===== src/rtl/scan_pkg.sv =====
// Shared definitions for the mux scan sequencer: state encoding, digit
// geometry and the active-low digit-enable decode.
package scan_pkg;

  localparam int NDIG = 4;
  localparam int DW   = 2;

  typedef enum logic [1:0] {
    S_IDLE  = 2'd0,
    S_BLANK = 2'd1,
    S_DRIVE = 2'd2
  } state_e;

  // Active-low enable for digit k: only bit k may go low, and only if masked in
  function automatic logic [NDIG-1:0] an_decode(input logic [DW-1:0]   k,
                                                input logic [NDIG-1:0] mask);
    logic [NDIG-1:0] an;
    an    = '1;
    an[k] = ~mask[k];
    return an;
  endfunction

endpackage


===== src/rtl/scan_timer.sv =====
// Loadable down-counter that times each BLANK/DRIVE phase. Loading N-1 on
// phase entry makes done rise on the N-th cycle of the phase.
module scan_timer #(
  parameter int CNT_W = 16
) (
  input  logic             clk,
  input  logic             rst_n,
  input  logic             load,
  input  logic [CNT_W-1:0] load_val,
  output logic             done
);

  logic [CNT_W-1:0] cnt_q;
  logic [CNT_W-1:0] cnt_d;

  // Load wins over counting; the counter parks at zero until reloaded
  always_comb begin
    cnt_d = cnt_q;
    if (load) begin
      cnt_d = load_val;
    end else if (cnt_q != '0) begin
      cnt_d = cnt_q - CNT_W'(1);
    end
  end

  // Counter register
  always_ff @(posedge clk or negedge rst_n) begin
    if (!rst_n) begin
      cnt_q <= '0;
    end else begin
      cnt_q <= cnt_d;
    end
  end

  assign done = (cnt_q == '0);

endmodule


===== src/rtl/mux_scan_ctrl.sv =====
// Scan sequencer for a 4:1 select mux: rotates sel 0..3, drives active-low
// digit enables with an optional blanking gap, samples the mux once per
// digit and publishes a full frame with a one-cycle valid pulse.
module mux_scan_ctrl
  import scan_pkg::*;
#(
  parameter int DWELL = 50000,
  parameter int BLANK = 500,
  parameter int CNT_W = 16
) (
  input  logic               clk,
  input  logic               rst_n,
  input  logic               en,
  input  logic [NDIG-1:0]    digit_mask,
  input  logic [DW-1:0]      mux_o,
  output logic [DW-1:0]      sel,
  output logic [NDIG-1:0]    an,
  output logic [NDIG*DW-1:0] frame,
  output logic               frame_valid
);

  localparam bit               HAS_BLANK = (BLANK > 0);
  localparam logic [CNT_W-1:0] DWELL_LD  = CNT_W'(DWELL - 1);
  localparam logic [CNT_W-1:0] BLANK_LD  = CNT_W'((BLANK > 0) ? BLANK - 1 : 0);

  state_e                   state_q, state_d;
  logic [DW-1:0]            sel_q, sel_d;
  logic [NDIG-1:0]          an_q, an_d;
  logic [(NDIG-1)*DW-1:0]   shadow_q, shadow_d;
  logic [NDIG*DW-1:0]       frame_q, frame_d;
  logic                     fv_q, fv_d;

  logic                     tmr_load;
  logic [CNT_W-1:0]         tmr_val;
  logic                     tmr_done;

  scan_timer #(
    .CNT_W (CNT_W)
  ) u_timer (
    .clk      (clk),
    .rst_n    (rst_n),
    .load     (tmr_load),
    .load_val (tmr_val),
    .done     (tmr_done)
  );

  // State register
  always_ff @(posedge clk or negedge rst_n) begin
    if (!rst_n) begin
      state_q <= S_IDLE;
    end else begin
      state_q <= state_d;
    end
  end

  // Next state and timer reload; every phase entry reloads the timer
  always_comb begin
    state_d  = state_q;
    tmr_load = 1'b0;
    if (!en) begin
      state_d = S_IDLE;
    end else begin
      unique case (state_q)
        S_IDLE: begin
          state_d  = HAS_BLANK ? S_BLANK : S_DRIVE;
          tmr_load = 1'b1;
        end
        S_BLANK: begin
          if (tmr_done) begin
            state_d  = S_DRIVE;
            tmr_load = 1'b1;
          end
        end
        S_DRIVE: begin
          if (tmr_done) begin
            state_d  = HAS_BLANK ? S_BLANK : S_DRIVE;
            tmr_load = 1'b1;
          end
        end
        default: state_d = S_IDLE;
      endcase
    end
    tmr_val = (state_d == S_BLANK) ? BLANK_LD : DWELL_LD;
  end

  // Outputs: sel advance, mux sampling into shadow/frame, an decode
  always_comb begin
    sel_d    = sel_q;
    shadow_d = shadow_q;
    frame_d  = frame_q;
    fv_d     = 1'b0;
    if (!en || state_q == S_IDLE) begin
      sel_d    = '0;
      shadow_d = '0;
    end else if (state_q == S_DRIVE && tmr_done) begin
      unique case (sel_q)
        2'd0: shadow_d[1:0] = mux_o;
        2'd1: shadow_d[3:2] = mux_o;
        2'd2: shadow_d[5:4] = mux_o;
        default: begin
          frame_d = {mux_o, shadow_q};
          fv_d    = 1'b1;
        end
      endcase
      sel_d = (sel_q == DW'(NDIG - 1)) ? '0 : sel_q + DW'(1);
    end
    an_d = (state_d == S_DRIVE) ? an_decode(sel_d, digit_mask) : '1;
  end

  // Output and datapath registers
  always_ff @(posedge clk or negedge rst_n) begin
    if (!rst_n) begin
      sel_q    <= '0;
      an_q     <= '1;
      shadow_q <= '0;
      frame_q  <= '0;
      fv_q     <= 1'b0;
    end else begin
      sel_q    <= sel_d;
      an_q     <= an_d;
      shadow_q <= shadow_d;
      frame_q  <= frame_d;
      fv_q     <= fv_d;
    end
  end

  assign sel         = sel_q;
  assign an          = an_q;
  assign frame       = frame_q;
  assign frame_valid = fv_q;

endmodule


===== config.mk =====
export PLATFORM = sky130hd
export DESIGN_NAME = mux_scan_ctrl
export DESIGN_NICKNAME = d
export VERILOG_FILES = /design/src/rtl/scan_pkg.sv /design/src/rtl/scan_timer.sv /design/src/rtl/mux_scan_ctrl.sv
export SDC_FILE = /design/constraint.sdc
export NUM_CORES = 1
export LEC_CHECK = 0
export CORE_MARGIN = 5
export CORE_UTILIZATION = 53
export CTS_CLUSTER_SIZE = 24
export DETAILED_ROUTE_END_ITERATION = 7
export PLACE_DENSITY = 0.78
export SYNTH_ARGS = -nofsm -noshare
export SYNTH_HDL_FRONTEND = slang
export SYNTH_SLANG_ARGS = --single-unit

===== constraint.sdc =====
create_clock -name clk -period 6.3 [get_ports clk]
set_input_delay 1.26 -clock clk [delete_from_list [all_inputs] [get_ports clk]]
set_output_delay 1.26 -clock clk [all_outputs]
set_load 0.005 [all_outputs]

==> run_1/cell_classes.png <==
Fill, decap, tap and diode cells in grey.
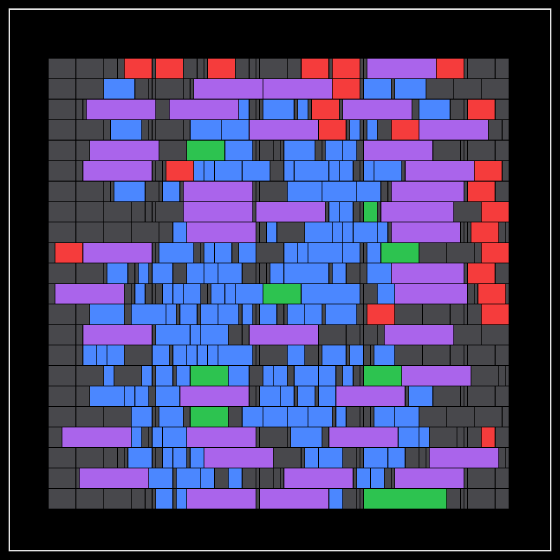
colour	class	cells
purple	flops	39
blue	all other logic	146
red	other buffers and delay cells	23
green	clock drivers and dummy loads	8

==> run_1/clock_map.png <==
Scale bar: 20 um.
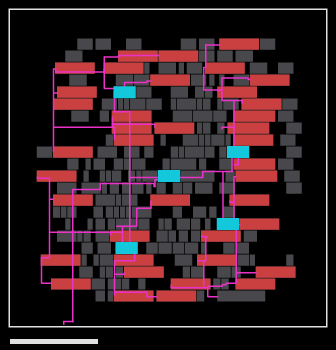
[red] flip-flops | count: 39
[cyan] cells driving clock nets | count: 5
[magenta] clock wires | length: 464 um
routed clock nets	6

==> run_1/registers.png <==
Scale bar: 20 um.
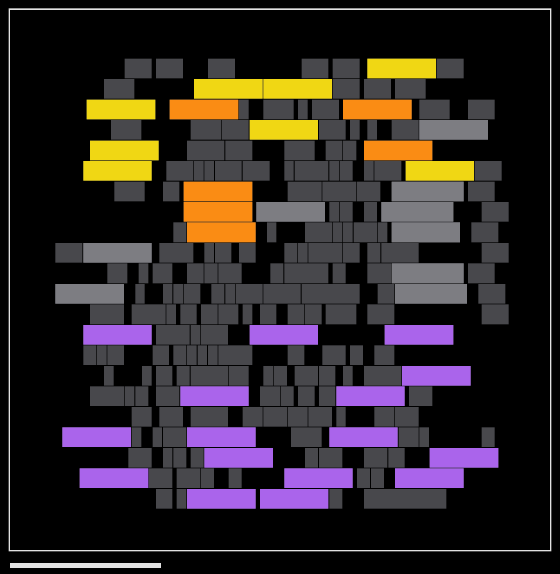
colour	signal	sequential cells
orange	shadow_q	6
yellow	frame	8
purple	u_timer.cnt_q	16
not coloured	9

==> run_1/metal_stack.png <==
Scale bar: 20 um. Only two layers are drawn.
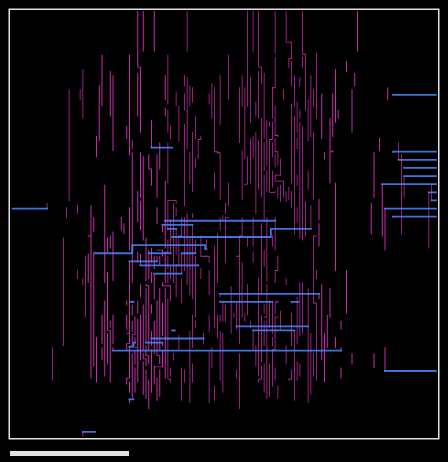
colour	layer	wire length
magenta	met2	2,000 um
blue	met3	270 um

==> flow_metrics.tcl, run 1 <==
# metrics dict for downstream scripts
set metrics [dict create \
    first_global_vias 1560 \
    worstRegToRegCells 6 \
    clock_tree_from_tritoncts "built" \
    criticalPathCategory "primary input to register" \
    die_height_um 71.7 \
    syn_avg_cell_area_um2 10.7 \
    outcome "complete, no violations" \
    rrSetupSlack_ns 3.62 \
    drc_viols 0 \
    post_synth_instance_area_um2 2020 \
    netlist_cell_types 45 \
    routabilityCongestion 0.930 \
    fin_area_um2 2400 \
    grt_usage 0.180 \
    layout.nets 234 \
    die_area_um2 5140 \
    drt_pass1_iterations 4 \
    std_cell_rows 22 \
    synthesis_area_per_yosys_um2 2020 \
    hold_path_end "frame[1]$_DFFE_PN0P_" \
    crit_path_max_fanout 9 \
    wl_per_cell_um 16.5 \
    grt_start_max_net_pins 40 \
    worst_ir_drop_vdd_uv 134 \
    setup-violations-final 0 \
    setup-tns-final_ns 0 \
    holdBufCountCts 0 \
    crit_chain "clkdlybuf4s50_1, nor2b_1, and3_1, mux2_2" \
    route.detailed.vias_per_inst 5.84 \
    timing.rr.start "u_timer.cnt_q[0]$_DFFE_PN0P_" \
    max_clock_freq_ghz 0.348 \
    grt_setup_unrepaired "no" \
    finalNonFillerCells 264 \
    final.setup.worst_slack_ns 3.42 \
    warnings 33 \
    fin_worst_skew_ns 0.00958 \
    grt_pass1_wl_um 7280 \
    clk_buf_depth 2 \
    die_width_um 71.7 \
    enable_flop_cells 0 \
    ys_async_sr_fraction 1.00 \
    worstHoldPathType "register to register" \
    gr-total-overflow 0 \
    final-hold-violation-count 0 \
    ys_seq_elements 39 \
    post-place-cells 256 \
    numPortBuffers 23 \
    power-per-cell-area_nw_per_um2 238 \
    slowest_delay_ns 0.58 \
    num_vias 1543 \
    ctsHtreeMaxLevel 2 \
    final_layout_size_suffix_gt1_frac 0.125 \
    fp_util 0.551 \
    final_layout_top_logic_cells "dfrtp_1, clkdlybuf4s50_1, nor2_1" \
    synthesized_instance_count 188 \
    yosys.area.top_type_share 0.435 \
    hold_path.startpoint "frame[1]$_DFFE_PN0P_" \
    post_detailed_route_count_of_antenna_violating_nets 0 \
    power.total_uw 571 \
    antenna_violations_before_repair 0 \
    max_slew_vio_count 0 \
    path_depth 4 \
    critPathCapture "frame[0]$_DFFE_PN0P_" \
    fin_hold_ws_ns 0.509 \
    max_slew_margin 0.439 \
    yosysSeqAreaShare 0.487 \
    area_leaders "dfrtp_1, ha_1, dfstp_2" \
    routed_wl_um 4350 \
    clkSinkCount 39 \
    num_io_pins 24 \
    antenna_cells 0 \
    dpl_cell_area_um2 2280 \
    layout.cells.most_common "dfrtp_1" \
    cp_top_family "simple AND/OR/NAND/NOR gates" \
    worst_r2r_endpoint "frame[0]$_DFFE_PN0P_" \
    hold_path_cell_cnt 1 \
    critPathBufInv 1 \
    critPathLaunchType "primary input" \
    syn_nets 207 \
    end_kind "register" \
    drt_iter0_markers 143 \
    final.period_utilization 0.457 \
    cp-startpoint "en" \
    worst_setup_hold_path_clk_slew_ns 0.07 \
    cap_viol_max_count 0 \
    period_minus_slack_ns 2.88 \
    cts_buffers 5 \
    area_delta_synth_final_pct 19.0 \
    final_core_util 0.655 \
    synthDominantAreaCellType "dfrtp_1" \
    cellLeakagePower_nw 1.03 \
    cp.required_ns 6.47 \
    postSynth.topFlopCell "dfrtp_1" \
    postCtsSetupBuffers 0 \
    postCtsResizedCells 0 \
    place.detailed.hpwl_um 3150 \
    max_slew.worst_pin.slew_ns 0.841 \
    coreArea_um2 3660 \
    clk_ins_delay_skew_pair_ns 0.29 \
    yosys_warning_total 0 \
    critical-path-slowest-cell "clkdlybuf4s50_1" \
    clock_tree_root "clkbuf_8" \
    worst_ep_arrival_time_ns 3.05 \
    worst_slack_at_placement_ns 3.17 \
    synth_stat.cells 188 \
]
## run 1: flip-flops by register name, indices dropped and copies added, names as in the netlist
register and cells:
u_timer.cnt_q 16, frame_valid 1, sel 2, frame 8, shadow_q 6, state_q 2
an 4
## run 1: Yosys cell counts (2+ instances only)
master / number
mux2i_1: 7
nand3_1: 4
inv_1: 6
nor2b_1: 2
nand2_1: 14
xnor2_1: 9
nand2b_1: 4
nor2_1: 19
a21oi_1: 4
nor3_1: 6
or3_1: 3
or4_1: 3
a211oi_1: 3
and2_1: 2
ha_1: 10
o21ai_1: 2
o21ai_0: 9
dfrtp_1: 35
xor2_1: 3
dfstp_2: 4
o211ai_1: 3
nor4_1: 4
and3_1: 3
mux2_2: 8
## run 1: where the power goes
group	internal (mW)	leakage (nW)	total [mW]	switching [mW]
sequential	0.267	0.496	0.289	0.0215
combinational	0.0303	0.476	0.0677	0.0373
clock	0.128	0.0612	0.215	0.0865
total	0.426	1.03	0.571	0.145
## run 1: metal layers
metal	track usage	vias to the layer above	share of wire
met5	0	-	0
met4	0.0814	0	0.020
met3	0.0323	9	0.062
met2	0.279	55	0.46
met1	0.247	752	0.46
li1	-	727	-
## run 1: cell families after synthesis
logic type | after synthesis | share of synthesized area
AND-OR/OR-AND | 30 | 0.0981
XOR/XNOR | 12 | 0.0521
buffers and inverters | 9 | 0.0211
flip-flops | 39 | 0.487
AND/OR/NAND/NOR | 73 | 0.201
multiplexers | 15 | 0.0795
adder cells (fa/ha/maj) | 10 | 0.0621
## run 1: area by class of cell
cell class	count	area, um^2
multi-input cells	140	992
inverters	6	22.5
fillers	271	1260
clock inverters	2	35.0
clock buffers	6	82.6
well taps	48	60.1
flip-flops and latches	39	981
repair buffers	23	225
==> run_1/final_clocks.png <==
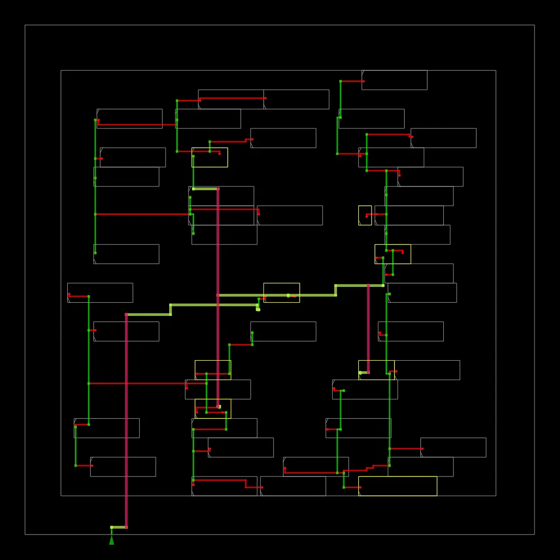

==> run 2, diff against run 1 <==
==> constraint.sdc (replaced) <==
create_clock -name clk -period 2.7 [get_ports clk]
set_input_delay 0.54 -clock clk [delete_from_list [all_inputs] [get_ports clk]]
set_output_delay 0.54 -clock clk [all_outputs]
set_load 0.005 [all_outputs]
==> run_2/final_clocks.png <==
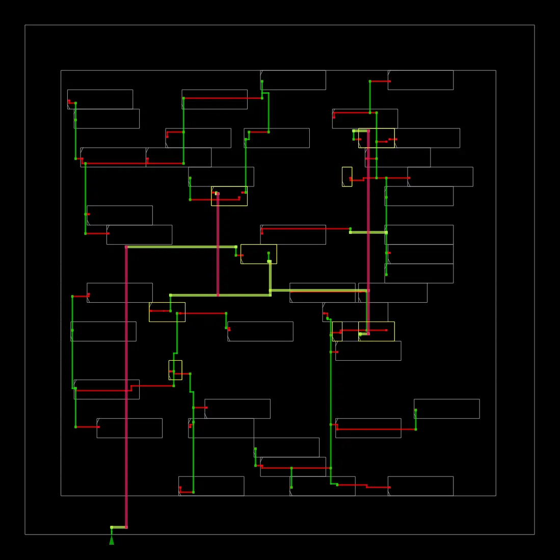
worst setup skew after layout: 0.00392 ns
count of flip-flops and latches: 39

==> run_2/cell_classes.png <==
Fill, decap, tap and diode cells in grey.
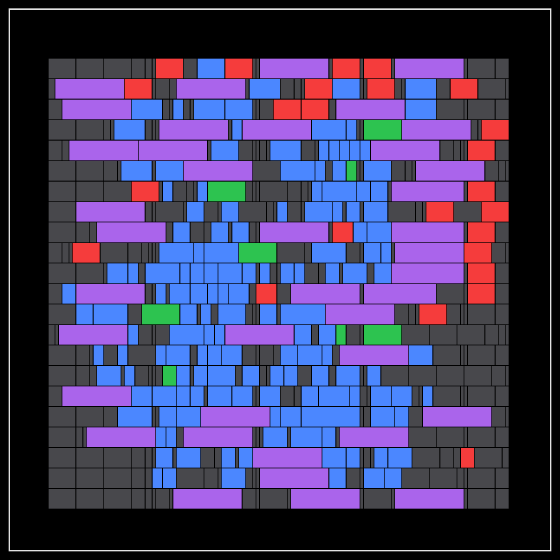
colour	class	cells
green	clock drivers and dummy loads	8
red	other buffers and delay cells	25
purple	flops	39
blue	all other logic	146

==> run 2 against run 1 <==
Effect of this change:
- final cell count increased by 0.76%
- design area decreased by 0.89%
- combinational power increased by 130%
- synthesized cell count unchanged
- power increased by 110%
- non-clock buffer count increased by 2
- critical endpoint is now frame[3]$_DFFE_PN0P_
- die area unchanged
- sequential share of layout area increased by 0.37 points
- largest cell class unchanged
==> flow_metrics.tcl, run 2 <==
# metrics dict for downstream scripts
set metrics [dict create \
    antenna_cells 0 \
    share_comb_of_total_power 0.128 \
    power-per-cell-area_nw_per_um2 508 \
    final_layout_size_suffix_gt1_frac 0.124 \
    postSynth.topFlopCell "dfrtp_1" \
    period_minus_slack_ns 2.44 \
    wl_met3_um 223 \
    p_int_uw 876 \
    swShare 0.274 \
    pwr.group.sequential_uw 674 \
    fin_hold_ws_ns 0.348 \
    outcome "complete, no violations" \
    routabilityCongestion 0.899 \
    clock_tree_root "clkbuf_8" \
    power.total_mw 1.21 \
    critPathBufInv 1 \
    clk_ins_delay_skew_pair_ns 0.29 \
    wl_per_cell_um 16.2 \
    synthDominantAreaCellType "dfrtp_1" \
    grt_util_met3 0.0393 \
    postCtsResizedCells 0 \
    area_delta_synth_final_pct 17.9 \
    cap_viol_max_count 0 \
    synthesis_area_per_yosys_um2 2020 \
    registers.top_by_ff_count "u_timer.cnt_q" \
    grt_pass1_wl_um 7470 \
    warnings 33 \
    drt_pass1_iterations 4 \
    clock_tree_from_tritoncts "built" \
    route.detailed.vias_per_inst 5.85 \
    cp.required_ns 2.88 \
    syn_nets 207 \
    synthTopCellsByCount "dfrtp_1, nor2_1, nand2_1" \
    synthesized_instance_count 188 \
    worst_setup_hold_path_clk_slew_ns 0.07 \
    end_kind "register" \
    grt_use_met1 0.260 \
    grt_use_met2 0.271 \
    met1Wirelength_um 1940 \
    drc_viols 0 \
    worstHoldPathType "primary input to async pin" \
    ys_async_sr_fraction 1.00 \
    layout.nets 236 \
    final_core_util 0.649 \
    cp_top_family "simple AND/OR/NAND/NOR gates" \
    yosysSeqAreaShare 0.487 \
    post_synth_instance_area_um2 2020 \
    ys_seq_elements 39 \
    final.fill_count 285 \
    largest_reg_flops 16 \
    critical-path-slowest-cell "or4bb_1" \
    yosys_warning_total 0 \
    setup-violations-final 0 \
    setup-tns-final_ns 0 \
    clk_buf_depth 2 \
    max_clock_freq_ghz 0.409 \
    final-hold-violation-count 0 \
    worst_ep_arrival_time_ns 2.62 \
    power_share_of_the_sequential_group 0.559 \
    die_height_um 71.7 \
    fin_area_um2 2380 \
    post_detailed_route_count_of_antenna_violating_nets 0 \
    antenna_violations_before_repair 0 \
    max_slew_vio_count 0 \
    fp_util 0.551 \
    die_area_um2 5140 \
    synth_stat.cells 188 \
    criticalPathCategory "register to register" \
    drt_iter0_markers 111 \
    area_leaders "dfrtp_1, ha_1, dfstp_2" \
    holdBufCountCts 0 \
    numPortBuffers 23 \
    gr-total-overflow 0 \
    syn_avg_cell_area_um2 10.7 \
    slowest_delay_ns 0.53 \
    coreArea_um2 3660 \
    yosys.area.top_type_share 0.435 \
    power-top-group "sequential cells" \
    cellLeakagePower_nw 1.03 \
    first_global_vias 1552 \
    dpl_cell_area_um2 2300 \
    routed.top_layer "met4" \
    grt_most_used_layer "met2" \
    max_slew_margin 0.441 \
    p_switching_uw 331 \
    die_width_um 71.7 \
    routed_wl_um 4310 \
    enable_flop_cells 0 \
    share_clk_of_total_power 0.313 \
    final-comb-area_um2 992 \
    postCtsSetupBuffers 0 \
    final.period_utilization 0.905 \
    grt_setup_unrepaired "no" \
    critPathLaunchType "register" \
    place.detailed.hpwl_um 3190 \
    max_slew.worst_pin.slew_ns 0.838 \
    total_area_of_sequential_cells_um2 981 \
    num_vias 1555 \
    grt_start_max_net_pins 40 \
    yosysMostFrequentCell "dfrtp_1" \
    worst_ir_drop_vdd_uv 434 \
    ctsHtreeMaxLevel 2 \
    final_layout_top_logic_cells "dfrtp_1, clkdlybuf4s50_1, nor2_1" \
    clkSinkCount 39 \
    grt_usage 0.186 \
    num_io_pins 24 \
    crit_path_max_fanout 9 \
    netlist_cell_types 45 \
    powerComb_uw 155 \
    std_cell_rows 22 \
    cts_buffers 5 \
    crit_chain "inv_1, ha_1, or4bb_1, nor4_4, and3_1, mux2_2" \
    clk-power_uw 378 \
    layout.cells.most_common "dfrtp_1" \
    detailroute.wirelength.met2_um 2030 \
]
==> run_2/clock_map.png <==
Scale bar: 20 um.
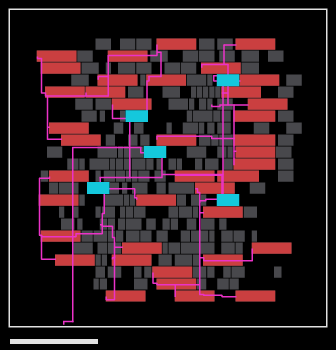
[red] flip-flops | count: 39
[magenta] clock wires | length: 486 um
[cyan] cells driving clock nets | count: 5
flops lie	all over the die
routed clock nets	6

-- run 2: worst paths after layout --
kind	slack, ns	cells after the start	start	endpoint
min in group clk	0.51	1	frame[1]$_DFFE_PN0P_	frame[1]$_DFFE_PN0P_
worst max register to register	0.26	6	u_timer.cnt_q[0]$_DFFE_PN0P_	frame[3]$_DFFE_PN0P_
worst min register to register	0.51	1	frame[1]$_DFFE_PN0P_	frame[1]$_DFFE_PN0P_
worst max-delay path	0.26	6	u_timer.cnt_q[0]$_DFFE_PN0P_	frame[3]$_DFFE_PN0P_
max in group asynchronous	1.83	1	rst_n	u_timer.cnt_q[1]$_DFFE_PN0P_
worst min-delay path	0.35	1	rst_n	u_timer.cnt_q[9]$_DFFE_PN0P_
-- run 2: cell type report --
| type | count | share of cell area |
|---|---|---|
| clock buffers | 7 | 0.0321 |
| clock inverters | 1 | 0.00211 |
| well taps | 48 | 0.0253 |
| flip-flops and latches | 39 | 0.413 |
| repair buffers | 25 | 0.101 |
| multi-input cells | 140 | 0.417 |
| inverters | 6 | 0.00947 |
-- run 2: cells by family (layout without fill, tap and decap cells) --
| logic type | count (synthesis) | after routing | share of synthesized area |
|---|---|---|---|
| AND/OR/NAND/NOR | 73 | 73 | 0.201 |
| flip-flops | 39 | 39 | 0.487 |
| AND-OR/OR-AND | 30 | 30 | 0.0981 |
| multiplexers | 15 | 15 | 0.0795 |
| XOR/XNOR | 12 | 12 | 0.0521 |
| adder cells (fa/ha/maj) | 10 | 10 | 0.0621 |
| buffers and inverters | 9 | 39 | 0.0211 |
-- run 2: through the flow --
step,setup slack (ns),instances
final,0.256,266
after global routing,0.136,266
after CTS,0.267,266
after detailed placement,0.259,258
after global placement,0.365,258
after floorplan,0.440,188
==> run 3, diff against run 2 <==
--- a/config.mk
+++ b/config.mk
@@ -13,3 +13,4 @@
 export SYNTH_ARGS = -nofsm -noshare
 export SYNTH_HDL_FRONTEND = slang
 export SYNTH_SLANG_ARGS = --single-unit
+export TNS_END_PERCENT = 10
==> run_3/cell_classes.png <==
Fill, decap, tap and diode cells in grey.
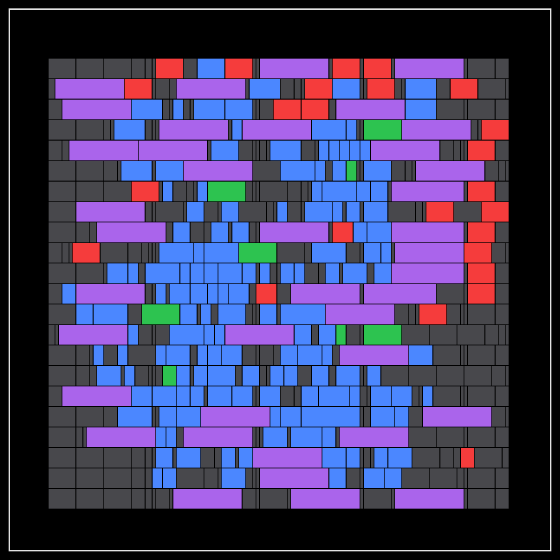
colour	class	cells
green	clock drivers and dummy loads	8
purple	flops	39
blue	all other logic	146
red	other buffers and delay cells	25

==> run_3/metal_stack.png <==
Scale bar: 20 um. Only two layers are drawn.
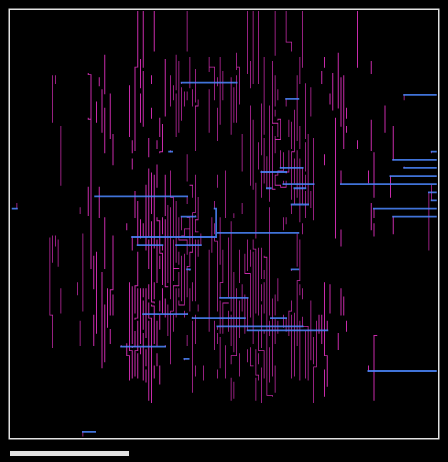
drt wl/cell: 16.2 um
total vias in the final route: 1,555
total global routing track utilization: 0.186
wire length reported by the detailed router: 4310 um

==> run_3/clock_map.png <==
Scale bar: 20 um.
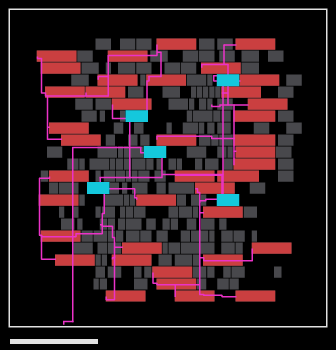
Clock Power: 378 uW
clk ins delay skew pair: 0.29 ns
portion of total power attributed to the clock network: 0.313

==> run 3 against run 2 <==
Effect of this change:
- sequential share of layout area stayed put
- count of clock-buffer cells in the layout stayed put
- sequential cell count is the same
- via count is the same
- clock power about the same
- area after synthesis unchanged
- synthesized cell count unchanged
- final cell count stayed put
- sequential power is essentially flat
- non-clock buffer count stayed put
==> flow_metrics.tcl, run 3 <==
# metrics dict for downstream scripts
set metrics [dict create \
    outcome "complete, no violations" \
    clock_tree_from_tritoncts "built" \
    clk_buf_depth 2 \
    coreArea_um2 3660 \
    postSynth.topFlopCell "dfrtp_1" \
    postCtsSetupBuffers 0 \
    place.detailed.hpwl_um 3190 \
    drt_iter0_markers 111 \
    syn_nets 207 \
    antenna_violations_before_repair 0 \
    power-per-cell-area_nw_per_um2 508 \
    worstRegToRegCells 6 \
    worst_ir_drop_vdd_uv 434 \
    max_clock_freq_ghz 0.409 \
    yosys_warning_total 0 \
    layout.nets 236 \
    finalNonFillerCells 266 \
    ys_seq_elements 39 \
    grt_use_met2 0.271 \
    max_slew_margin 0.441 \
    grt_most_used_layer "met2" \
    die_width_um 71.7 \
    yosysMostFrequentCell "dfrtp_1" \
    die_area_um2 5140 \
    final_layout_size_suffix_gt1_frac 0.124 \
    enable_flop_cells 0 \
    worst_ep_arrival_time_ns 2.62 \
    drt_pass1_iterations 4 \
    critical-path-slowest-cell "or4bb_1" \
    final.period_utilization 0.905 \
    p_int_uw 876 \
    synthesized_instance_count 188 \
    critPathBufInv 1 \
    grt_util_met3 0.0393 \
    cts_buffers 5 \
    grt_pass1_wl_um 7470 \
    crit_path_max_fanout 9 \
    std_cell_rows 22 \
    path_depth 6 \
    end_kind "register" \
    holdBufCountCts 0 \
    wl_met3_um 223 \
    worstHoldPathType "primary input to async pin" \
    layout.cells.most_common "dfrtp_1" \
    setup-violations-final 0 \
    detailroute.wirelength.met2_um 2030 \
    area_delta_synth_final_pct 17.9 \
    routabilityCongestion 0.899 \
    post_detailed_route_count_of_antenna_violating_nets 0 \
    share_comb_of_total_power 0.128 \
    power_share_of_the_sequential_group 0.559 \
    num_io_pins 24 \
    registers.top_by_ff_count "u_timer.cnt_q" \
    gr-total-overflow 0 \
    largest_reg_flops 16 \
    fin_area_um2 2380 \
    synthesis_area_per_yosys_um2 2020 \
    clock_tree_root "clkbuf_8" \
    routed.top_layer "met4" \
    dpl_cell_area_um2 2300 \
    period_minus_slack_ns 2.44 \
    synthDominantAreaCellType "dfrtp_1" \
    crit_chain "inv_1, ha_1, or4bb_1, nor4_4, and3_1, mux2_2" \
    max_slew_vio_count 0 \
    final_core_util 0.649 \
    worst_setup_hold_path_clk_slew_ns 0.07 \
    first_global_vias 1552 \
    fp_util 0.551 \
    p_switching_uw 331 \
    fin_hold_ws_ns 0.348 \
    route.detailed.vias_per_inst 5.85 \
    worst_slack_at_placement_ns 0.259 \
    drc_viols 0 \
    grt_start_max_net_pins 40 \
    grt_use_met1 0.260 \
    synth_stat.cells 188 \
    antenna_cells 0 \
    critPathLaunchType "register" \
    die_height_um 71.7 \
    setup-tns-final_ns 0 \
    cp.required_ns 2.88 \
    ctsHtreeMaxLevel 2 \
    final-hold-violation-count 0 \
    clkSinkCount 39 \
    cellLeakagePower_nw 1.03 \
    post-place-cells 258 \
    max_slew.worst_pin.slew_ns 0.838 \
    postCtsResizedCells 0 \
    power.total_mw 1.21 \
    yosys.area.top_type_share 0.435 \
    final.setup.worst_slack_ns 0.256 \
    final_layout_top_logic_cells "dfrtp_1, clkdlybuf4s50_1, nor2_1" \
    area_leaders "dfrtp_1, ha_1, dfstp_2" \
    criticalPathCategory "register to register" \
    synthTopCellsByCount "dfrtp_1, nor2_1, nand2_1" \
]
## run 3: cell counts after synthesis
No cell type changed its count.
## run 3: cell type report
class | count | area, um^2
Clock inverter | 1 | 5.00
Multi-Input combinational cell | 140 | 992
Sequential cell | 39 | 981
Tap cell | 48 | 60.1
Inverter | 6 | 22.5
Clock buffer | 7 | 76.3
Timing Repair Buffer | 25 | 240
Fill cell | 285 | 1280
## run 3: kinds of logic (layout without fill, tap and decap cells)
| kind of cell | after synthesis | in the layout | synth area share |
|---|---|---|---|
| DFF | 39 | 39 | 0.487 |
| xor gates and xnor gates | 12 | 12 | 0.0521 |
| buffers and inverters | 9 | 39 | 0.0211 |
| adders and majority gates | 10 | 10 | 0.0621 |
| muxes | 15 | 15 | 0.0795 |
| and+or+nand+nor | 73 | 73 | 0.201 |
| AOI/OAI and AO/OA | 30 | 30 | 0.0981 |
## run 3: worst paths after layout
kind                                                end  slack [ns]                    startpoint
max                                frame[3]$_DFFE_PN0P_        0.26  u_timer.cnt_q[0]$_DFFE_PN0P_
min                        u_timer.cnt_q[9]$_DFFE_PN0P_        0.35                         rst_n
max reg2reg                        frame[3]$_DFFE_PN0P_        0.26  u_timer.cnt_q[0]$_DFFE_PN0P_
min reg2reg                        frame[1]$_DFFE_PN0P_        0.51          frame[1]$_DFFE_PN0P_
max in group asynchronous  u_timer.cnt_q[1]$_DFFE_PN0P_        1.83                         rst_n
min in group clk                   frame[1]$_DFFE_PN0P_        0.51          frame[1]$_DFFE_PN0P_
## run 3: power by group through the flow
stage | clock (mW) | sequential, mW | combinational, mW
floorplan | 0 | 0.669 | 0.107
global placement | 0 | 0.680 | 0.147
detailed placement | 0 | 0.684 | 0.154
CTS | 0.384 | 0.673 | 0.156
global route | 0.412 | 0.680 | 0.175
finish | 0.378 | 0.674 | 0.155
Power and IR drop assume default switching activity.
